==> run_1/power_grid.png <==
Bar = 10 um. Pins as bars on the die edge.
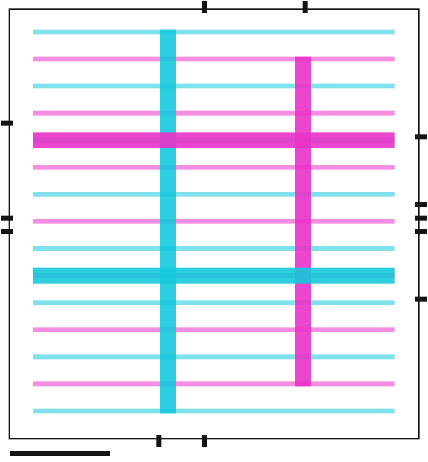
==> run_1/placement_by_type.png <==
Bar = 10 um.
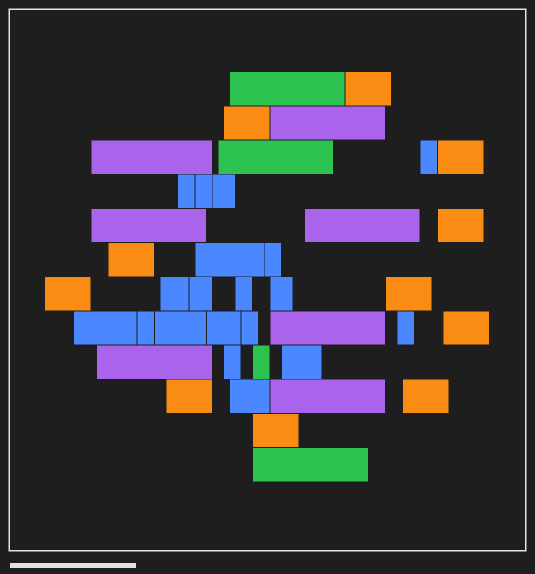
==> run_1/clk_routes.png <==
Bar = 10 um.
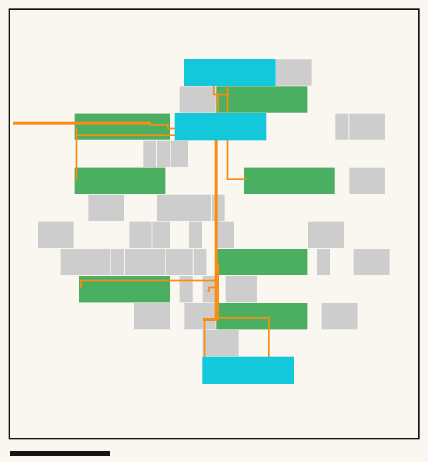
===== src/rtl/prio_rr_arb.sv =====
// Mixed strict-priority / round-robin arbiter with starvation guard and grant lock.
// Latency: 1 cycle from req/lock sample to registered gnt; no comb path req->gnt.
// Backpressure: none; requesters hold req high until granted, grant drops when req drops.
//
// Ports:
//   clk, rst      clock (rising edge), asynchronous active-high reset
//   req[N-1:0]    level request vector; [N-1:N_RR] strict priority, [N_RR-1:0] round-robin
//   lock          keep the current grant while its holder keeps requesting
//   gnt[N-1:0]    one-hot registered grant (all zero = idle)
//   gnt_vld       OR of gnt
//   gnt_id        binary index of the granted requester, 0 when idle
module prio_rr_arb #(
  parameter int N_PRIO       = 1,
  parameter int N_RR         = 2,
  parameter int STARVE_LIMIT = 8,
  localparam int N   = N_PRIO + N_RR,
  localparam int IDW = (N > 1) ? $clog2(N) : 1
) (
  input  logic           clk,
  input  logic           rst,
  input  logic [N-1:0]   req,
  input  logic           lock,
  output logic [N-1:0]   gnt,
  output logic           gnt_vld,
  output logic [IDW-1:0] gnt_id
);

  localparam int RPW = (N_RR > 1) ? $clog2(N_RR) : 1;
  localparam int SCW = (STARVE_LIMIT > 0) ? $clog2(STARVE_LIMIT + 1) : 1;
  localparam logic [SCW-1:0] SC_MAX = SCW'(STARVE_LIMIT);
  localparam logic [RPW-1:0] RP_RST = RPW'(N_RR - 1);

  logic [RPW-1:0] rr_ptr;
  logic [SCW-1:0] starve_cnt;

  logic           rr_any;
  logic           prio_any;
  logic [IDW-1:0] prio_idx;
  logic           rr_found;
  logic [IDW-1:0] rr_idx;
  int             rr_j;

  logic           hold;
  logic           force_rr;
  logic           nxt_vld;
  logic           nxt_is_rr;
  logic [IDW-1:0] nxt_id;

  // Candidate selection for both request classes.
  always_comb begin
    rr_any   = |req[N_RR-1:0];
    prio_any = 1'b0;
    prio_idx = '0;
    // Ascending scan: the last hit is the highest set priority index.
    for (int i = N_RR; i < N; i++) begin
      if (req[IDW'(i)]) begin
        prio_any = 1'b1;
        prio_idx = IDW'(i);
      end
    end

    // Circular search starting just after the last round-robin winner.
    rr_found = 1'b0;
    rr_idx   = '0;
    rr_j     = 0;
    for (int k = 1; k <= N_RR; k++) begin
      rr_j = int'(rr_ptr) + k;
      if (rr_j >= N_RR) rr_j = rr_j - N_RR;
      if (!rr_found && req[IDW'(rr_j)]) begin
        rr_found = 1'b1;
        rr_idx   = IDW'(rr_j);
      end
    end
  end

  // Next-grant precedence: hold, forced round-robin, priority, round-robin.
  always_comb begin
    hold     = lock && gnt_vld && req[gnt_id];
    force_rr = (STARVE_LIMIT > 0) && (starve_cnt == SC_MAX) && rr_any;

    nxt_vld   = 1'b0;
    nxt_is_rr = 1'b0;
    nxt_id    = '0;
    if (hold) begin
      nxt_vld   = 1'b1;
      nxt_id    = gnt_id;
      nxt_is_rr = (int'(gnt_id) < N_RR);
    end else if (force_rr) begin
      nxt_vld   = 1'b1;
      nxt_id    = rr_idx;
      nxt_is_rr = 1'b1;
    end else if (prio_any) begin
      nxt_vld   = 1'b1;
      nxt_id    = prio_idx;
      nxt_is_rr = 1'b0;
    end else if (rr_found) begin
      nxt_vld   = 1'b1;
      nxt_id    = rr_idx;
      nxt_is_rr = 1'b1;
    end
  end

  always_ff @(posedge clk or posedge rst) begin
    if (rst) begin
      gnt        <= '0;
      gnt_vld    <= 1'b0;
      gnt_id     <= '0;
      // Pointer starts on the last slot so index 0 wins the first round.
      rr_ptr     <= RP_RST;
      starve_cnt <= '0;
    end else begin
      gnt_vld <= nxt_vld;
      gnt_id  <= nxt_vld ? nxt_id : '0;
      gnt     <= nxt_vld ? (N'(1) << nxt_id) : '0;

      if (nxt_vld && nxt_is_rr) rr_ptr <= RPW'(nxt_id);

      // Counts priority grants taken while round-robin traffic waits; locked
      // bursts keep counting and saturate so force fires once the lock ends.
      // A no-grant cycle implies no round-robin request, so clearing is correct.
      if (nxt_vld && !nxt_is_rr && rr_any) begin
        if (starve_cnt != SC_MAX) starve_cnt <= starve_cnt + 1'b1;
      end else begin
        starve_cnt <= '0;
      end
    end
  end

endmodule


===== config.mk =====
export PLATFORM = sky130hd
export DESIGN_NAME = prio_rr_arb
export DESIGN_NICKNAME = d
export VERILOG_FILES = /design/src/rtl/prio_rr_arb.sv
export SDC_FILE = /design/constraint.sdc
export NUM_CORES = 1
export LEC_CHECK = 0
export CORE_AREA = 2 2 39 41
export CTS_BUF_LIST = sky130_fd_sc_hd__clkbuf_16
export CTS_CLUSTER_SIZE = 20
export DETAILED_ROUTE_END_ITERATION = 8
export DIE_AREA = 0 0 41 43
export PLACE_DENSITY = 0.47
export SLEW_MARGIN = 30
export SYNTH_ARGS = -nofsm -noshare
export SYNTH_HDL_FRONTEND = slang
export SYNTH_SLANG_ARGS = --single-unit

===== constraint.sdc =====
create_clock -name clk -period 1.95 [get_ports clk]
set_input_delay 0.39 -clock clk [delete_from_list [all_inputs] [get_ports clk]]
set_output_delay 0.39 -clock clk [all_outputs]
set_load 0.01 [all_outputs]

==> flow_metrics.tcl, run 1 <==
# implementation run metrics
set metrics [dict create \
    crit_required_ns 2.10 \
    crit_arrival_ns 1.70 \
    ys_sh_simple_pct 17.3 \
    grt_pass1_vias 272 \
    critPathBufInv 1 \
    pwr-share-seq_pct 29.0 \
    internal_power_uw 451 \
    setup_ws_ns 0.401 \
    rsz0062_at_grt "false" \
    final.setup.tns_ns 0 \
    criticalPathCategory "in -> reg" \
    power_combinational_uw 49.5 \
    highest_layer "met4" \
    reg2reg_to "rr_ptr$_DFFE_PP1P_" \
    dominant_cells "sequential cells" \
    crit_path_max_fanout 4 \
    critPathLaunch "lock" \
    fp_util_pct 21.4 \
    critPathMaxStageDelay_ns 0.45 \
    met3_length_um 48 \
    io_pins 12 \
    top_logic_kind "simple AND/OR/NAND/NOR gates" \
    endpoint_kind "register" \
    drv_slew 0 \
    total_power_uw 556 \
    tool_warnings 26 \
    comb_cells 14 \
    top_cells_by_area "dfrtp_1, dfstp_2, a311oi_1" \
    wl_met2_um 249 \
    synthDistinctLibCells 15 \
    grt_busiest_layer "met2" \
    synth-main-ff-cell "dfrtp_1" \
    grt_use_met3_pct 4.71 \
    crit_path_cell_trace "clkdlybuf4s50_1, nand2_1, or3_1, a311oi_2, nor2_1" \
    clock.latency.late_pin_ns 0.23 \
    synth_cells 26 \
    met2_usage_pct 12.8 \
    switching_power_uw 105 \
    rrSetupSlack_ns 0.64 \
    synth-edff-count 0 \
    crit-reg2reg-launch "gnt_id[1]$_DFF_PP0_" \
    synth.cells.most_frequent "dfrtp_1, inv_1, nand2_1" \
    first_iter_violations 2 \
    clock-sinks 7 \
    seq_power_uw 161 \
    use_met1_pct 10.5 \
    fin_skew_ns 0.000726 \
    routed-via-count 240 \
    yosysTopAreaCellShare_pct 50.6 \
    cp-endpoint "rr_ptr$_DFFE_PP1P_" \
    clkbuf_count 3 \
    fill_cells 140 \
    dieArea_um2 1760 \
    ys_sh_aoi_pct 16.9 \
    wl_met1_um 281 \
    top_power_group "the clock network" \
    final_period_minus_worst_setup_slack_ns 1.55 \
    grt_max_degree 8 \
    yosysWarnings 0 \
    ys_sh_xor_pct 0 \
    status "finished clean" \
    comb_area_um2 101 \
    seq_area_frac_synth_pct 59.5 \
]
About power_grid.png:
[magenta] VDD
[cyan] VSS
signal pins: 12
met4 straps: 2
met1 rails: 15
worst vdd ir: 452 uV
Die X: 41 um
chip height: 43 um
core box area: 1380 um2

About placement_by_type.png:
[blue] combinational and other logic | cells: 19
[orange] other buffers and delay cells | cells: 11
[purple] flops | cells: 7
[green] clock drivers and dummy loads | cells: 4
Seq area share: 34.9%
final instance area: 505 um2

About clk_routes.png:
[cyan] clock drivers | count: 3
[orange] clock wires | length: 119 um
[green] flip-flops | count: 7
routed clock nets: 4

==> run_1/congestion.png <==
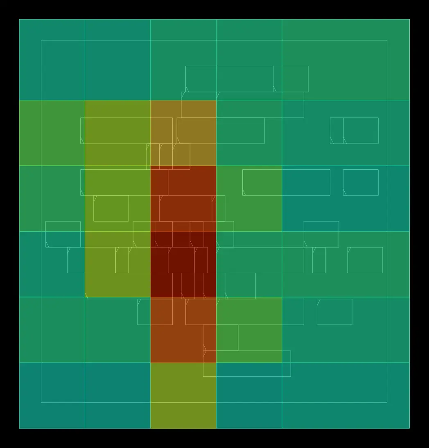

## Run 2: what changed since run 1
PLACE_DENSITY = 0.49   (was 0.47)
clock period = 1.4 ns   (was 1.95 ns; I/O delays follow)
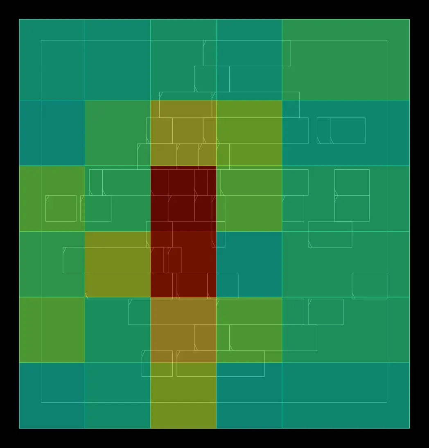
(run_2/congestion.png)
M1 GR Usage: 10.6%
total track usage: 10.0%
grt peak-use layer: met4
wire per inst: 11.6 um

==> run 2 against run 1 <==
Net effect:
- total power up 40%
- die size stayed put
- hold slack got worse by 0.11 ns
- count of clock-buffer cells in the layout is the same
- global-route usage increased by 0.54 points
- largest power group unchanged
==> flow_metrics.tcl, run 2 <==
# implementation run metrics
set metrics [dict create \
    ys_sh_simple_pct 17.3 \
    antenna_left 0 \
    clkTransAtPathRegs_ns 0.04 \
    endpoint_kind "output port" \
    cts_root_buffer "clkbuf_16" \
    fill_cells 133 \
    drt_pass1_iterations 2 \
    tool_warnings 28 \
    status "finished clean" \
    fin_skew_ns 0.00213 \
    clock.latency.late_pin_ns 0.23 \
    seq_power_uw 225 \
    p_leak_nw 0.253 \
    seq_area_frac_synth_pct 59.5 \
    maxSlewHeadroom_pct 82.5 \
    sh_seq_area_pct 33.8 \
    comb_cells 14 \
    mostFrequentLayoutCells "clkdlybuf4s50_1, dfrtp_1, inv_1" \
    largest_register_ff_count 3 \
    met2_usage_pct 13.4 \
    cts-hold-fix-buffers 0 \
    numPlacedInstances 55 \
    wl_met1_um 257 \
    drv_slew 0 \
    area_delta_synth_final_pct 75.9 \
    setup_violations 0 \
    htreeDepth 1 \
    synth-edff-count 0 \
    crit_required_ns 1.12 \
    crit_path_cell_trace "clkdlybuf4s50_1" \
    inverters 5 \
    synthMuxAreaShare_pct 0 \
    first_iter_violations 3 \
    cellPowerDensity_nw_per_um2 1490 \
    final.setup.tns_ns 0 \
    cp-endpoint "gnt[2]" \
    dpl.hpwl_um 533 \
    setup_ws_ns 0.0472 \
    met3_length_um 56 \
    ff_latch_area_um2 176 \
    crit-reg2reg-launch "gnt_id[1]$_DFF_PP0_" \
    synthDistinctLibCells 15 \
    fp_util_pct 21.4 \
    grt_pass1_vias 247 \
    power_combinational_uw 71.4 \
    final_period_minus_worst_setup_slack_ns 1.35 \
    clkbuf_count 3 \
    overflow 0 \
    dominant_cells "sequential cells" \
    clock-sinks 7 \
    buf_share_pct 23.7 \
    wl_met2_um 327 \
    comb_area_um2 104 \
    grt_use_met3_pct 1.57 \
    die_h_um 43 \
    critPathLaunch "gnt[2]$_DFF_PP0_" \
    rsz0062_at_grt "true" \
    layout_top_cell "clkdlybuf4s50_1" \
    crit_arrival_ns 1.07 \
    clock_area_share_pct 15.1 \
    port_buffers 11 \
    io_pins 12 \
    numCtsBuffers 3 \
    criticalPathCategory "reg -> out" \
    cts_setup_buffers 0 \
    highest_layer "met4" \
    top_regs "gnt (3), gnt_id (2)" \
    critical_path_depth 1 \
    ir_drop_uv 755 \
    top_power_group "the clock network" \
    dieArea_um2 1760 \
    core_region_area_um2 1380 \
    rows 14 \
    die_w_um 41 \
    grt_max_degree 8 \
    routed-via-count 250 \
    critPathBufInv 1 \
    grt_first_pass_wirelength_um 1050 \
    rrSetupSlack_ns 0.09 \
    ys_sh_aoi_pct 16.9 \
    top_logic_kind "simple AND/OR/NAND/NOR gates" \
    yosysTopAreaCellShare_pct 50.6 \
    ys_sh_xor_pct 0 \
    ys_cells 26 \
    adder_share_pct 0 \
    clkPwrFrac_pct 61.8 \
    critPathMaxStageDelay_ns 0.53 \
    switching_power_uw 148 \
    synth_cells 26 \
    internal_power_uw 629 \
    total_power_uw 777 \
    top_cells_by_area "dfrtp_1, dfstp_2, a311oi_1" \
    pwr-share-seq_pct 29.0 \
    finish.instance_area_um2 522 \
    synth.cells.most_frequent "dfrtp_1, inv_1, nand2_1" \
    crit_family "buffers and inverters" \
    ff_count 7 \
    yosysWarnings 0 \
    comb_power_share_pct 9.2 \
    reg2reg_to "rr_ptr$_DFFE_PP1P_" \
    synth-main-ff-cell "dfrtp_1" \
    crit_path_max_fanout 1 \
]
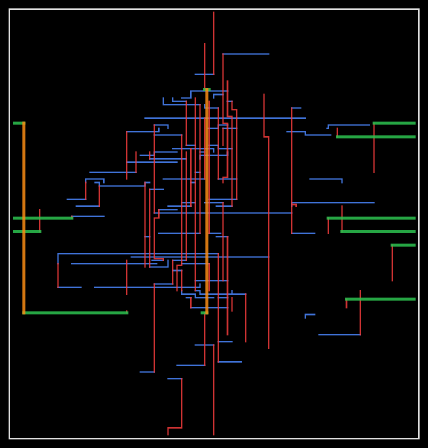
(run_2/wires.png)
[green] metal 3 | wire length: 56.6 um
[red] metal 2 | wire length: 328 um
[orange] metal 4 | wire length: 41.5 um
[blue] metal 1 | wire length: 257 um

==> run_2/power_grid.png <==
Bar = 10 um. Pins as bars on the die edge.
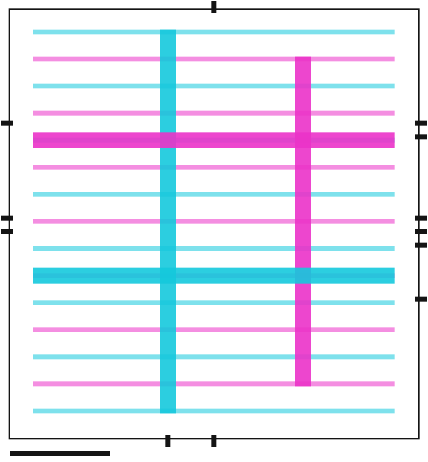

## Run 3: what changed since run 2
CORE_AREA = 5 5 42 44   (was 2 2 39 41)
DIE_AREA = 0 0 47 49   (was 0 0 41 43)
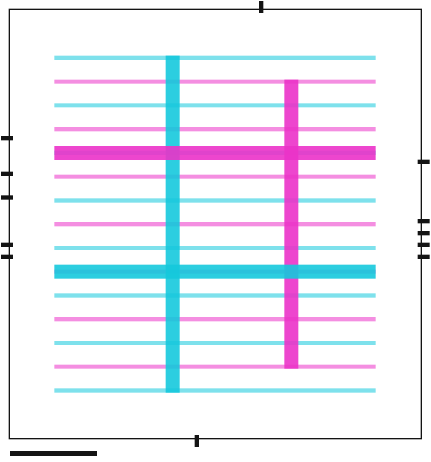
(run_3/power_grid.png)
Bar = 10 um. Pins as bars on the die edge.
[cyan] VSS
[magenta] VDD
met5 straps: 2
met4 straps: 2
met1 rails: 15

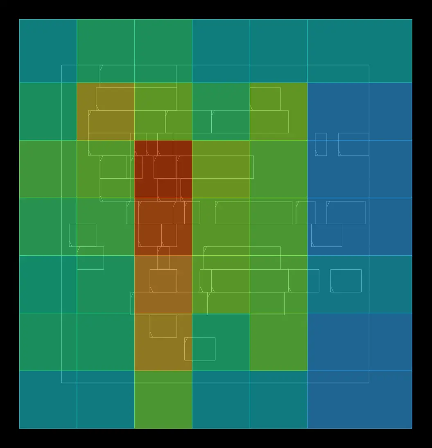
(run_3/congestion.png)
grt peak-use layer: met2
total track usage: 7.45%
met2 demand-to-capacity share in global routing: 10.2%
fin util: 36.7%

==> run 3 against run 2 <==
Net effect:
- combinational power down 1%
- critical path depth up 4
- hold slack gained 0.0059 ns
- sequential share of layout area is 0.49 points higher
- largest power group unchanged
==> flow_metrics.tcl, run 3 <==
# implementation run metrics
set metrics [dict create \
    status "finished clean" \
    setup_ws_ns 0.0396 \
    top_logic_kind "simple AND/OR/NAND/NOR gates" \
    ys_sh_aoi_pct 16.9 \
    rsz0062_at_grt "true" \
    clkTransAtPathRegs_ns 0.04 \
    maxSlewHeadroom_pct 82.2 \
    grt_pass1_vias 278 \
    critPathBufInv 1 \
    top_cells_by_area "dfrtp_1, dfstp_2, a311oi_1" \
    comb_power_share_pct 9.2 \
    p_leak_nw 0.249 \
    clkPwrFrac_pct 61.7 \
    synth_cells 26 \
    ir_drop_uv 715 \
    seq_power_uw 225 \
    synth-main-ff-cell "dfrtp_1" \
    critPathLaunch "lock" \
    seq_area_frac_synth_pct 59.5 \
    criticalPathCategory "in -> reg" \
    dominant_cells "sequential cells" \
    cp-endpoint "rr_ptr$_DFFE_PP1P_" \
    cts_root_buffer "clkbuf_16" \
    endpoint_kind "register" \
    final.setup.tns_ns 0 \
    buf_share_pct 22.6 \
    crit_path_cell_trace "clkdlybuf4s50_1, nand2_2, or3_1, a311oi_2, nor2_1" \
    top_power_group "the clock network" \
    antenna_left 0 \
    inverters 5 \
    numCtsBuffers 3 \
    finish.instance_area_um2 514 \
    crit_family "simple AND/OR/NAND/NOR gates" \
    max_flop_register "gnt" \
    ys_cells 26 \
    crit_arrival_ns 1.51 \
    synthDistinctLibCells 15 \
    critPathMaxStageDelay_ns 0.47 \
    drt_pass1_iterations 3 \
    switching_power_uw 144 \
    crit_path_max_fanout 4 \
    setup_violations 0 \
    ys_sh_xor_pct 0 \
    dieArea_um2 2300 \
    core_region_area_um2 1400 \
    io_pins 12 \
    tool_warnings 27 \
    port_buffers 11 \
    grt_max_degree 8 \
    fill_cells 151 \
    total_power_uw 772 \
    htreeDepth 1 \
    crit-reg2reg-launch "gnt_id[1]$_DFF_PP0_" \
    place_ws_ns -0.268 \
    crit_required_ns 1.55 \
    clock-sinks 7 \
    reg2reg_to "rr_ptr$_DFFE_PP1P_" \
    internal_power_uw 628 \
    routed-via-count 246 \
    mostFrequentLayoutCells "clkdlybuf4s50_1, dfrtp_1, inv_1" \
    adder_share_pct 0 \
    final_period_minus_worst_setup_slack_ns 1.36 \
    fp_util_pct 21.2 \
    wl_met2_um 296 \
    wl_met1_um 278 \
    cts-hold-fix-buffers 0 \
    yosysTopAreaCellShare_pct 50.6 \
    clk_path_buf_depth 2 \
    first_iter_violations 1 \
    pwr-share-seq_pct 29.2 \
    rows 14 \
    wire_per_inst_um 11.8 \
    numPlacedInstances 54 \
    overflow 0 \
    ys_sh_simple_pct 17.3 \
    use_met1_pct 7.87 \
    comb_cells 14 \
    fin_skew_ns 0.00115 \
    largest_register_ff_count 3 \
    rrSetupSlack_ns 0.08 \
    clkbuf_count 3 \
    layout_top_cell "clkdlybuf4s50_1" \
    cellPowerDensity_nw_per_um2 1500 \
    yosysWarnings 0 \
    sh_seq_area_pct 34.3 \
    highest_layer "met4" \
    area_delta_synth_final_pct 73.4 \
    grt_use_met3_pct 4.80 \
    clock_area_share_pct 15.3 \
    drv_slew 0 \
    die_h_um 49 \
    top_regs "gnt (3), gnt_id (2)" \
    postSynthAreaPerCell_um2 11.4 \
    synthMuxAreaShare_pct 0 \
    comb_area_um2 104 \
]
Power figures rest on the tool's default switching activity, not on a simulated workload.
